--- config.mk ---
export PLATFORM = sky130hd
export DESIGN_NAME = div_share_arbiter
export DESIGN_NICKNAME = d
export VERILOG_FILES = /design/src/rtl/div_arb_pkg.sv /design/src/rtl/rr_arb2.sv /design/src/rtl/div_share_arbiter.sv
export SDC_FILE = /design/constraint.sdc
export NUM_CORES = 1
export LEC_CHECK = 0
export ABC_CLOCK_PERIOD_IN_PS = 3270
export CAP_MARGIN = 20
export CORE_ASPECT_RATIO = 1.25
export CORE_MARGIN = 2
export CORE_UTILIZATION = 45
export DETAILED_ROUTE_END_ITERATION = 10
export GPL_TIMING_DRIVEN = 0
export HOLD_SLACK_MARGIN = 0.1
export PLACE_DENSITY = 0.87
export SYNTH_ARGS = -nofsm -noshare
export SYNTH_HDL_FRONTEND = slang
export SYNTH_SLANG_ARGS = --single-unit
export TNS_END_PERCENT = 30
--- constraint.sdc ---
create_clock -name clk -period 3.27 [get_ports clk]
set_input_delay 0.654 -clock clk [delete_from_list [all_inputs] [get_ports clk]]
set_output_delay 0.654 -clock clk [all_outputs]
set_load 0.01 [all_outputs]
--- src/rtl/div_arb_pkg.sv ---
// Shared types for the divider-sharing front end: FSM states and the
// error code returned to a requester alongside its quotient/remainder.
package div_arb_pkg;

  typedef enum logic [2:0] {
    IDLE,
    ISSUE,
    WAIT,
    CAP,
    RESP
  } state_t;

  typedef logic [1:0] err_t;

  localparam err_t ERR_NONE = 2'd0;
  localparam err_t ERR_OV   = 2'd1;
  localparam err_t ERR_DBZ  = 2'd2;
  localparam err_t ERR_TMO  = 2'd3;

endpackage

--- src/rtl/rr_arb2.sv ---
// Two-way round-robin picker: on a tie the port that was not served last wins.
module rr_arb2 (
  input  logic req0_i,
  input  logic req1_i,
  input  logic lastServed_i,
  output logic grantValid_o,
  output logic grantId_o
);

  always_comb begin
    grantValid_o = req0_i | req1_i;
    if (req0_i && req1_i) begin
      grantId_o = ~lastServed_i;
    end else begin
      grantId_o = req1_i;
    end
  end

endmodule

--- src/rtl/div_share_arbiter.sv ---
// Shares one sequential divider between two level-request ports, returning
// quotient/remainder/error per port and resetting the divider if it hangs.
module div_share_arbiter
  import div_arb_pkg::*;
#(
  parameter int NW  = 10,
  parameter int DW  = 5,
  parameter int OW  = 5,
  parameter int TMO = 255
) (
  input  logic          clk,
  input  logic          rst,
  input  logic          req0,
  input  logic          req1,
  input  logic [NW-1:0] a0,
  input  logic [NW-1:0] a1,
  input  logic [DW-1:0] b0,
  input  logic [DW-1:0] b1,
  output logic          ack0,
  output logic          ack1,
  output logic [OW-1:0] q0,
  output logic [OW-1:0] q1,
  output logic [OW-1:0] r0,
  output logic [OW-1:0] r1,
  output logic [1:0]    err0,
  output logic [1:0]    err1,
  output logic          div_start,
  output logic [NW-1:0] div_dividend,
  output logic [DW-1:0] div_divisor,
  input  logic          div_done,
  input  logic [OW-1:0] div_data,
  input  logic          div_ov,
  input  logic          div_dbz,
  output logic          div_rst,
  output logic          busy,
  output logic          grant_id
);

  localparam int WDW = (TMO > 2) ? $clog2(TMO) : 1;
  localparam logic [WDW-1:0] WD_LAST = WDW'(TMO - 1);

  state_t         state_q, state_d;
  logic           grantId_q;
  logic           lastServed_q;
  logic [NW-1:0]  dividend_q;
  logic [DW-1:0]  divisor_q;
  logic [OW-1:0]  quot_q [2];
  logic [OW-1:0]  rem_q  [2];
  err_t           err_q  [2];
  logic [WDW-1:0] wdCnt_q;

  logic arbValid;
  logic arbId;
  logic wdExpire;

  rr_arb2 uArb (
    .req0_i       (req0),
    .req1_i       (req1),
    .lastServed_i (lastServed_q),
    .grantValid_o (arbValid),
    .grantId_o    (arbId)
  );

  assign wdExpire = (wdCnt_q == WD_LAST);

  always_ff @(posedge clk) begin
    if (rst) begin
      state_q <= IDLE;
    end else begin
      state_q <= state_d;
    end
  end

  // Divider error pulses take precedence over a done word; the watchdog only fires on a silent cycle
  always_comb begin
    state_d = state_q;
    case (state_q)
      IDLE:    if (arbValid) state_d = ISSUE;
      ISSUE:   state_d = WAIT;
      WAIT: begin
        if (div_ov || div_dbz) begin
          state_d = RESP;
        end else if (div_done) begin
          state_d = CAP;
        end else if (wdExpire) begin
          state_d = RESP;
        end
      end
      CAP:     state_d = RESP;
      RESP:    state_d = IDLE;
      default: state_d = IDLE;
    endcase
  end

  always_comb begin
    div_start = 1'b0;
    div_rst   = 1'b0;
    ack0      = 1'b0;
    ack1      = 1'b0;
    busy      = (state_q != IDLE);
    case (state_q)
      ISSUE: div_start = 1'b1;
      WAIT:  div_rst = wdExpire && !div_ov && !div_dbz && !div_done;
      RESP: begin
        ack0 = ~grantId_q;
        ack1 = grantId_q;
      end
      default: ;
    endcase
  end

  // Results land directly in the granted port's registers; the other port's stay untouched
  always_ff @(posedge clk) begin
    if (rst) begin
      grantId_q    <= 1'b0;
      lastServed_q <= 1'b1;
      dividend_q   <= '0;
      divisor_q    <= '0;
      wdCnt_q      <= '0;
      quot_q[0]    <= '0;
      quot_q[1]    <= '0;
      rem_q[0]     <= '0;
      rem_q[1]     <= '0;
      err_q[0]     <= ERR_NONE;
      err_q[1]     <= ERR_NONE;
    end else begin
      case (state_q)
        IDLE: begin
          if (arbValid) begin
            grantId_q  <= arbId;
            dividend_q <= arbId ? a1 : a0;
            divisor_q  <= arbId ? b1 : b0;
          end
        end
        ISSUE: wdCnt_q <= '0;
        WAIT: begin
          wdCnt_q <= wdCnt_q + WDW'(1);
          if (div_dbz) begin
            quot_q[grantId_q] <= '0;
            rem_q[grantId_q]  <= '0;
            err_q[grantId_q]  <= ERR_DBZ;
          end else if (div_ov) begin
            quot_q[grantId_q] <= '0;
            rem_q[grantId_q]  <= '0;
            err_q[grantId_q]  <= ERR_OV;
          end else if (div_done) begin
            quot_q[grantId_q] <= div_data;
            err_q[grantId_q]  <= ERR_NONE;
          end else if (wdExpire) begin
            quot_q[grantId_q] <= '0;
            rem_q[grantId_q]  <= '0;
            err_q[grantId_q]  <= ERR_TMO;
          end
        end
        CAP: begin
          if (div_done) begin
            rem_q[grantId_q] <= div_data;
          end else begin
            quot_q[grantId_q] <= '0;
            rem_q[grantId_q]  <= '0;
            err_q[grantId_q]  <= ERR_TMO;
          end
        end
        RESP: lastServed_q <= grantId_q;
        default: ;
      endcase
    end
  end

  assign q0           = quot_q[0];
  assign q1           = quot_q[1];
  assign r0           = rem_q[0];
  assign r1           = rem_q[1];
  assign err0         = err_q[0];
  assign err1         = err_q[1];
  assign grant_id     = grantId_q;
  assign div_dividend = dividend_q;
  assign div_divisor  = divisor_q;

endmodule

Fig. 1: routed metal per tile
Drawn at 3 px/µm. The die is cut into 14 by 17 equal tiles; dark purple is low, yellow is high, scaled to the fullest tile. Values are wire area over tile area, all layers added.
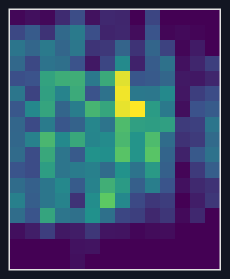
- nearly empty tiles: 18%
- mean over tiles: 0.15
- fullest tile: 0.57
- tiles over half the peak: 15%
- emptiest ninth of the die: lower right
WL final: 5567 µm
WL/cell: 14.31 µm
Via Count: 2100

Fig. 2: placement by cell class
Drawn at 6 px/µm.
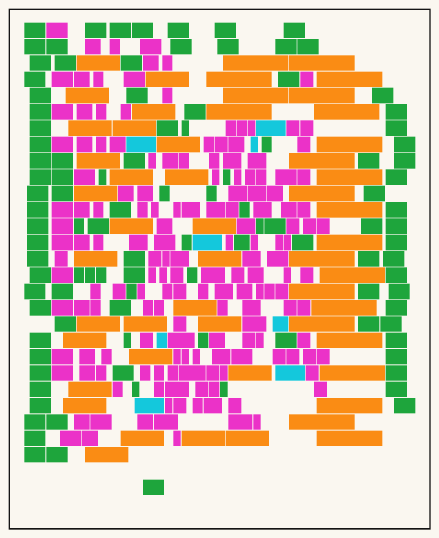
- green: other buffers and delay cells (cells 106; share of their area 28%)
- magenta: combinational and other logic (cells 159; share of their area 32%)
- cyan: clock drivers and dummy loads (cells 8; share of their area 2.5%)
- orange: flops (cells 52; share of their area 38%)
Finished Core Util: 65.16%
Cell Rows: 30
flop share of the area: 36.89%
fin area: 0.003473 mm²
Core Footprint: 0.005330 mm²

Fig. 3: the clock network
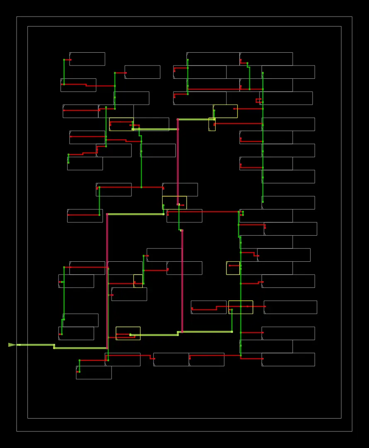
flop count: 52
CTS Buf Count: 5

Fig. 4: pin map
Drawn at 4 px/µm. Pins as bars across the die edge, other pins in grey.
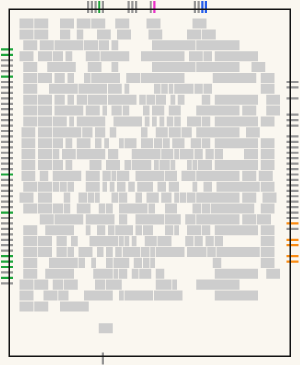
- magenta: `div_ov` (pins 1; direction input; edge top)
- orange: `r0` (pins 5; direction output; edge right)
- green: `a0` (pins 10; direction input; edge 9 left, 1 top)
- blue: `err0` (pins 2; direction output; edge top)
- all pins by edge: 44 left, 28 right, 14 top, 1 bottom
port buffer count: 86
Die X: 69.88 µm
chip height: 86.35 µm

==> impl_metrics.py <==
# Auto-generated metrics
metrics = {
    "clock_network": {
        "postCtsHoldBufs": 0,
        "post-cts-setup-buffers": 0,
        "clock_sinks": 52,
    },
    "placed_design": {
        "gp_congestion": 0.8467,
        "placed_cell_area_mm2": 0.003387,
        "dpl.cell_count": 381,
    },
    "route": {
        "drt-met1-wl_um": 2182,
        "first_pass_iters": 4,
        "drt_iter0_drc": 155,
        "via_per_inst": 5.398,
    },
    "global_routing": {
        "top_usage_layer": "met2",
        "grt_use_met2_pct": 33.51,
        "antenna_found_initial": 0,
    },
    "cells_and_area": {
        "layout.cells.non_filler": 389,
        "clock_area_share_pct": 2.450,
        "comb_area_mm2": 0.001046,
        "layout_top_cells": "clkdlybuf4s50_1, dfxtp_1, a21oi_1",
        "n_clock_buffer": 7,
        "drive_gt1_share_pct": 9.846,
        "nNonClkInverters": 7,
    },
    "worst_setup_path": {
        "critical-path-top-delay-family": "buffers and inverters",
    },
    "yosys": {
        "most_common_cell": "dfxtp_1",
        "ys_chip_area_mm2": 0.002441,
        "yosys.area.top_type_share_pct": 29.52,
        "synth_cell_types": 43,
    },
    "timing": {
        "whs_ns": 0.4927,
        "period_minus_slack_ns": 3.168,
        "finalSetupViolCount": 0,
        "post-route-period-util_pct": 96.89,
    },
    "outcome": {
        "status": "completed",
    },
    "pwr": {
        "pg_comb_uw": 329,
    },
}
Power and IR drop assume default switching activity.
